**Run 1: metal 2**

Drawn at 6 px/um.
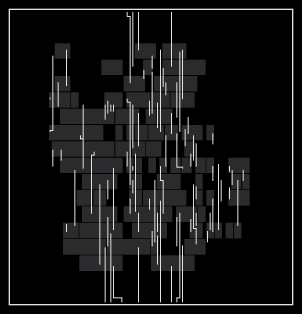
**Run 1: M3 wires**

Drawn at 6 px/um.
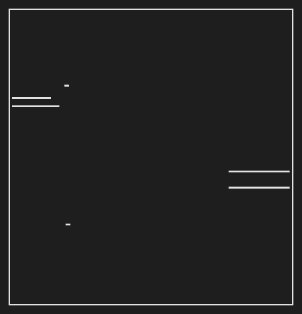
**Run 1: drive-strength map**

Drawn at 10 px/um.
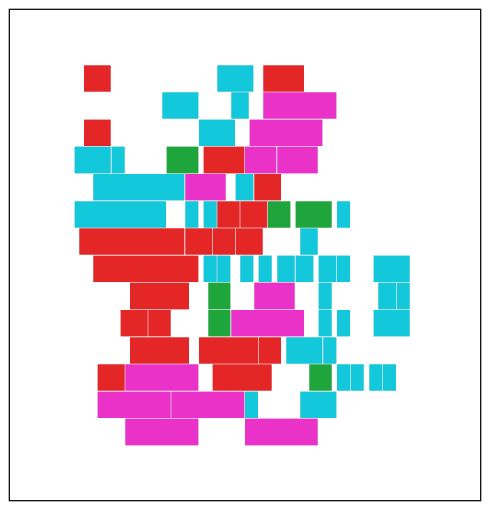
**Run 1: track usage over the die**

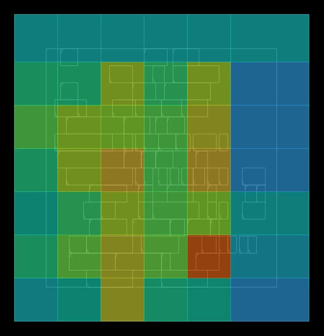
**src/rtl/bus_arb_pkg.sv**
```systemverilog
// Shared encodings and width helper for the N-master bus arbiter.
package bus_arb_pkg;

  typedef enum logic [1:0] {
    ST_IDLE  = 2'd0,
    ST_GRANT = 2'd1,
    ST_WAIT  = 2'd2
  } arb_state_t;

  // $clog2 clamped to at least one bit so degenerate counters stay legal
  function automatic int width_of(input int n);
    return ($clog2(n) < 1) ? 1 : $clog2(n);
  endfunction

endpackage

```
**src/rtl/bus_arb_picker.sv**
```systemverilog
// Combinational masked priority picker: first eligible request at or after
// start, wrapping around.
module bus_arb_picker #(
  parameter int N = 4,
  parameter int W = 2
) (
  input  logic [N-1:0] req,
  input  logic [N-1:0] mask,
  input  logic [W-1:0] start,
  output logic         valid,
  output logic [W-1:0] idx
);

  logic [N-1:0] elig;
  assign elig = req & mask;

  // walk offsets high to low so the smallest offset from start wins
  always_comb begin
    logic [W-1:0] j;
    valid = 1'b0;
    idx   = '0;
    j     = '0;
    for (int k = N-1; k >= 0; k--) begin
      j = W'((int'(start) + k) % N);
      if (elig[j]) begin
        valid = 1'b1;
        idx   = j;
      end
    end
  end

endmodule

```
**src/rtl/bus_arbiter_n.sv**
```systemverilog
// N-master bus arbiter with slave-ready handover, hold-limit preemption and
// registered master select. Define BUS_ARB_RR_EN for round-robin priority.
module bus_arbiter_n
  import bus_arb_pkg::*;
#(
  parameter int NUM_MASTERS = 4,
  parameter int NUM_SLAVES  = 3,
  parameter int MAX_HOLD    = 0,
  localparam int MSEL_W     = width_of(NUM_MASTERS)
) (
  input  logic                   clk,
  input  logic                   rst,
  input  logic [NUM_MASTERS-1:0] breq,
  input  logic [NUM_SLAVES-1:0]  sready,
  output logic [NUM_MASTERS-1:0] bgrant,
  output logic [MSEL_W-1:0]      msel,
  output logic                   bus_busy
);

  localparam int HCW = width_of(MAX_HOLD + 1);

  arb_state_t        state, state_nxt;
  logic [MSEL_W-1:0] owner, owner_nxt;
  logic [HCW-1:0]    hold_cnt;
  logic              preempt, preempt_nxt;

  logic [NUM_MASTERS-1:0] own_oh, elig_mask;
  logic [MSEL_W-1:0]      pick_start, pick_idx;
  logic                   pick_vld, hold_hit, others_req, grant_entry;

  assign own_oh     = NUM_MASTERS'(1) << owner;
  assign others_req = |(breq & ~own_oh);
  // the Mth grant cycle is the one where the count still reads M-1
  assign hold_hit   = (MAX_HOLD > 0) && (int'(hold_cnt) >= MAX_HOLD - 1);
  // a preempted owner sits out the one arbitration that ends its WAIT
  assign elig_mask  = preempt ? ~own_oh : '1;

  bus_arb_picker #(.N(NUM_MASTERS), .W(MSEL_W)) u_pick (
    .req   (breq),
    .mask  (elig_mask),
    .start (pick_start),
    .valid (pick_vld),
    .idx   (pick_idx)
  );

  always_comb begin
    state_nxt   = state;
    owner_nxt   = owner;
    preempt_nxt = preempt;
    case (state)
      ST_IDLE: begin
        if (pick_vld) begin
          state_nxt = ST_GRANT;
          owner_nxt = pick_idx;
        end
      end
      ST_GRANT: begin
        if (!breq[owner]) begin
          state_nxt = ST_WAIT;
        end else if (hold_hit && others_req) begin
          state_nxt   = ST_WAIT;
          preempt_nxt = 1'b1;
        end
      end
      ST_WAIT: begin
        if (&sready) begin
          preempt_nxt = 1'b0;
          if (pick_vld) begin
            state_nxt = ST_GRANT;
            owner_nxt = pick_idx;
          end else begin
            state_nxt = ST_IDLE;
          end
        end
      end
      default: state_nxt = ST_IDLE;
    endcase
  end

  assign grant_entry = (state_nxt == ST_GRANT) && (state != ST_GRANT);

  always_ff @(posedge clk or posedge rst) begin
    if (rst) begin
      state    <= ST_IDLE;
      owner    <= '0;
      hold_cnt <= '0;
      preempt  <= 1'b0;
    end else begin
      state   <= state_nxt;
      owner   <= owner_nxt;
      preempt <= preempt_nxt;
      if (grant_entry)
        hold_cnt <= '0;
      else if (state == ST_GRANT && int'(hold_cnt) < MAX_HOLD)
        hold_cnt <= hold_cnt + 1'b1;
    end
  end

`ifdef BUS_ARB_RR_EN
  logic [MSEL_W-1:0] rr_ptr;

  always_ff @(posedge clk or posedge rst) begin
    if (rst)
      rr_ptr <= '0;
    else if (grant_entry)
      rr_ptr <= (int'(owner_nxt) == NUM_MASTERS - 1) ? '0 : owner_nxt + 1'b1;
  end

  assign pick_start = rr_ptr;
`else
  assign pick_start = '0;
`endif

  assign bgrant   = (state == ST_GRANT) ? own_oh : '0;
  assign msel     = owner;
  assign bus_busy = (state != ST_IDLE);

endmodule

```
**config.mk**
```make
export PLATFORM = sky130hd
export DESIGN_NAME = bus_arbiter_n
export DESIGN_NICKNAME = d
export VERILOG_FILES = /design/src/rtl/bus_arb_pkg.sv /design/src/rtl/bus_arb_picker.sv /design/src/rtl/bus_arbiter_n.sv
export SDC_FILE = /design/constraint.sdc
export NUM_CORES = 1
export LEC_CHECK = 0
export ABC_AREA = 1
export CAP_MARGIN = 20
export CORE_AREA = 5 5 42 44
export CTS_BUF_LIST = sky130_fd_sc_hd__clkbuf_2 sky130_fd_sc_hd__clkbuf_4 sky130_fd_sc_hd__clkbuf_8
export CTS_CLUSTER_SIZE = 24
export DETAILED_ROUTE_END_ITERATION = 12
export DIE_AREA = 0 0 47 49
export GPL_ROUTABILITY_DRIVEN = 0
export GPL_TIMING_DRIVEN = 0
export PLACE_DENSITY = 0.52
export RECOVER_POWER = 100
export SLEW_MARGIN = 20
export SYNTH_ARGS = -nofsm -noshare
export SYNTH_HDL_FRONTEND = slang
export SYNTH_SLANG_ARGS = --single-unit
```
**constraint.sdc**
```tcl
create_clock -name clk -period 0.8 [get_ports clk]
set_input_delay 0.12 -clock clk [delete_from_list [all_inputs] [get_ports clk]]
set_output_delay 0.12 -clock clk [all_outputs]
set_load 0.1 [all_outputs]
```
==> flow_metrics.py, run 1 <==
# Auto-generated metrics
metrics = {
    "synth": {
        "ys_cells": 48,
        "synth_cells": 48,
    },
    "timing": {
        "worst_pin_slew_ps": 211,
        "fmaxAchievable_mhz": 720,
        "drv_slew": 0,
        "finalSetupViolCount": 11,
        "setup_ws_ps": -589,
        "clock_skew_ps": 5.78,
    },
    "clock_tree": {
        "cts_max_level": 1,
        "numCtsBuffers": 3,
    },
    "worst_setup_path": {
        "crit_path_max_fanout": 4,
        "rrSetupSlack_ps": -340,
        "arrival_ps": 1270,
        "crit_type": "reg2out",
        "cp-start-kind": "flop",
        "required_ps": 680,
    },
    "routing": {
        "dr.pass1.iters": 2,
    },
    "min_path": {
        "hp-class": "in2async",
    },
    "final_layout": {
        "lay_top_count": "nand2_1",
        "nFillCells": 142,
        "ff_latch_area_sq_um": 108,
    },
    "global_route": {
        "grt.overflow.total": 0,
    },
    "status": {
        "status": "finished, violations left",
        "violations": "setup timing",
    },
    "floorplanning": {
        "chipArea_sq_um": 2300,
        "fp-utilization_pct": 22.0,
        "die_x_um": 47,
    },
    "place": {
        "dp_hpwl_um": 654,
    },
}
Back to the opening pictures, 'metal 2':
main direction = vertical
wire length on this layer = 453 um
share of all routed wire = 50%
Total Routed Length: 902 um
M2 GR Usage: 12.7%
vias: 378

Back to the opening pictures, 'M3 wires':
longest straight run = 9.90 um
main direction = horizontal
share of all routed wire = 3.8%

Back to the opening pictures, 'drive-strength map':
drive 6 and up -> magenta  # cells 12
drive 1 or less -> cyan  # cells 36
drive 3 to 4 -> red  # cells 20
drive 2 -> green  # cells 6
Design Area, Final: 733 sq um
area delta synth->final: 138%
final worst slack: -589 ps
number of non-clock buffers in the layout: 22

Back to the opening pictures, 'track usage over the die':
WL/cell: 10.0 um
Most Crowded Layer GR: met2
post-layout util: 52.3%

[run 1: final cells by class]
class                           instances  area share [%]
Multi-Input combinational cell         36            33.6
Sequential cell                         4            14.7
Inverter                                8            6.14
Tap cell                               16            2.73
Timing Repair Buffer                   22            38.7
Clock buffer                            4            4.10
[run 1: timing repair]
| item | in CTS | in global routing |
|---|---|---|
| pin swaps | 6 | 7 |
| setup buffers | 4 | 4 |
| endpoints found under the hold margin | 0 | 0 |
| endpoints found under the setup margin | 11 | 11 |
| hold buffers | 0 | 0 |
| resized | 62 | 10 |
[run 1: per-stage QoR]
step	instance area, sq um	setup WS [ps]	hold WS (ps)	util, %
after global placement	552	-1400	309	39.4
final	733	-589	190	52.3
after detailed placement	552	-1400	307	39.4
after floorplan	382	-880	-114	-
after CTS	674	-601	43.5	48.1
after global routing	733	-646	201	52.3
[run 1: kinds of logic (layout without fill, tap and decap cells)]
family	count (synthesis)	after routing	synth area share [%]
buffers and inverters	8	34	9.75
and+or+nand+nor	32	32	50.0
DFF	4	4	32.5
AOI/OAI and AO/OA	4	4	7.72
[run 1: cells in the mapped netlist (all sizes together)]
library cell / number / area share [%]
a21oi: 4 / 7.7
dfrtp: 4 / 33
inv: 8 / 9.8
nand2: 19 / 26
nand3: 4 / 8.1
nor2: 4 / 8.1
nor3: 5 / 8.1
[run 1: worst max-delay path: cells and delay by family (launching register included)]
kind                   cells  cell delay, ps
buffers and inverters      2             280
flip-flops                 1             400
AND/OR/NAND/NOR            2             350
[run 1: routing by layer]
layer  share of wire [%]  GRT usage [%]  up-vias
li1                    -              -      205
met1                  43           11.2      165
met2                  50           12.7        6
met3                 3.8           1.11        2
met4                 2.5           8.29        0
met5                   0              0        -
[run 1: state kept, by name (all words and copies together), names as in the netlist]
signal and flops:
msel 2, state 2
[run 1: path summary, 6_finish.rpt]
path | from | endpoint | depth (start not counted)
worst max register to register | msel[0] | state[0] | 7
worst min-delay path | rst | msel[0] | 2
worst min register to register | msel[1] | msel[1] | 2
worst max-delay path | state[1] | bgrant[2] | 4
min in group clk | sready[1] | state[1] | 4
max in group asynchronous | rst | msel[1] | 2
==> run 2: changes to the inputs <==
--- a/config.mk
+++ b/config.mk
@@ -14,8 +14,8 @@
 export DIE_AREA = 0 0 47 49
 export GPL_ROUTABILITY_DRIVEN = 0
 export GPL_TIMING_DRIVEN = 0
-export PLACE_DENSITY = 0.52
 export RECOVER_POWER = 100
+export SKIP_LAST_GASP = 1
 export SLEW_MARGIN = 20
 export SYNTH_ARGS = -nofsm -noshare
 export SYNTH_HDL_FRONTEND = slang
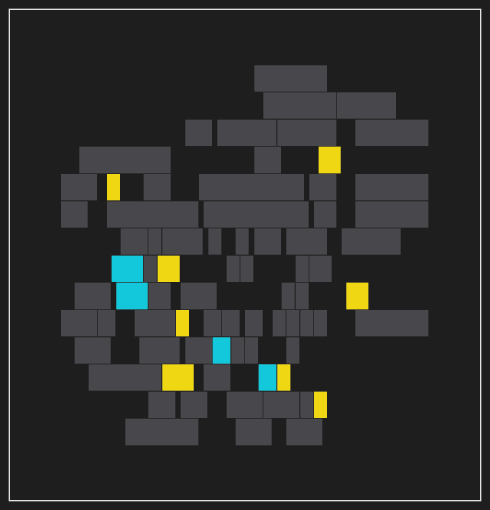
**Above:** run 2 (selected gate families).
Drawn at 10 px/um.
inverters -> yellow  # cells 8
inverting AOI/OAI gates -> cyan  # cells 4

==> run 2 against run 1 <==
  * The flow still finishes with violations (setup timing)
  * Critical path depth increased by 1
  * Register-to-register slack worse by 100 ps
  * Die area unchanged
  * Worst hold slack better by 6.7 ps
  * Cell area up 1.4%
  * Sequential share of layout area decreased by 0.20 points
  * Clock-buffer cell count did not move
  * Routed wire length fell by 6.5%
  * Area after synthesis unchanged
  * Critical path type unchanged
  * Critical endpoint unchanged
  * Largest cell class unchanged
==> flow_metrics.py, run 2 <==
# Auto-generated metrics
metrics = {
    "final_layout": {
        "nFillCells": 143,
        "area_growth_syn_to_layout_pct": 141,
        "ff_latch_area_sq_um": 108,
        "lay_top_count": "nand2_1",
    },
    "worst_setup_path": {
        "crit_type": "reg2out",
        "arrival_ps": 1250,
        "crit_path_start": "state[0]",
    },
    "timing": {
        "drv_slew": 0,
        "clock_skew_ps": 11.2,
        "setup_ws_ps": -575,
        "worst_pin_slew_ps": 178,
        "finalSetupViolCount": 11,
    },
    "floorplanning": {
        "chipArea_sq_um": 2300,
        "die_x_um": 47,
        "fp-utilization_pct": 22.0,
    },
    "synth": {
        "async_flop_share_pct": 100,
        "yosys.area.top_type_share_pct": 32.5,
        "synth_area_leader_cell": "dfrtp_1",
        "area_leaders": "dfrtp_1 33%, nand2_1 20%, nor3_1 8.1%",
        "synth_cells": 48,
        "ys_cells": 48,
    },
    "routing": {
        "wire_per_inst_um": 9.16,
        "wirelength_um": 843,
        "num_vias": 384,
    },
    "clock_tree": {
        "numCtsBuffers": 3,
        "cts_max_level": 1,
    },
    "status": {
        "status": "finished, violations left",
        "violations": "setup timing",
    },
    "global_route": {
        "grt.overflow.total": 0,
    },
}
[run 2: timing repair]
action,4_1_cts,5_1_grt
endpoints found under the hold margin,0,0
endpoints found under the setup margin,11,11
hold buffers,0,0
pin swaps,4,6
gates resized,63,7
setup buffers,6,3
[run 2: cell families (layout without fill, tap and decap cells)]
group	after synthesis	count (layout)	synth area share, %
DFF	4	4	32.5
buffers and inverters	8	36	9.75
and+or+nand+nor	32	32	50.0
AOI/OAI and AO/OA	4	4	7.72
[run 2: worst max-delay path: cells and delay by family (launching register included)]
family	cells	cell delay, ps
simple gates	2	330
buf+inv	3	340
flops	1	360
[run 2: per-stage QoR]
stage	setup WS (ps)	cells	utilization, %	area (sq um)
after floorplan	-880	48	-	382
after global placement	-1400	79	39.4	552
after detailed placement	-1400	79	39.4	552
after CTS	-577	89	49.5	693
after global routing	-644	92	53.0	743
final	-575	92	53.0	743
[run 2: metal layers]
layer | wire length (um) | track usage (%)
met5 | 0 | 0
met4 | 0 | 0
met3 | 64 | 5.54
met2 | 437 | 12.0
met1 | 340 | 9.11
[run 2: final cells by class]
class,instances,share of cell area (%)
Sequential cell,4,14.5
Clock buffer,4,4.04
Inverter,8,5.72
Timing Repair Buffer,24,39.7
Tap cell,16,2.69
Multi-Input combinational cell,36,33.3
[run 2: worst paths after layout]
kind	end	slack (ps)	cells after the start
max	bgrant[2]	-570	5
min	msel[0]	200	2
max reg2reg	msel[1]	-440	9
min reg2reg	msel[0]	670	4
max in group asynchronous	msel[1]	440	2
min in group clk	state[1]	610	4
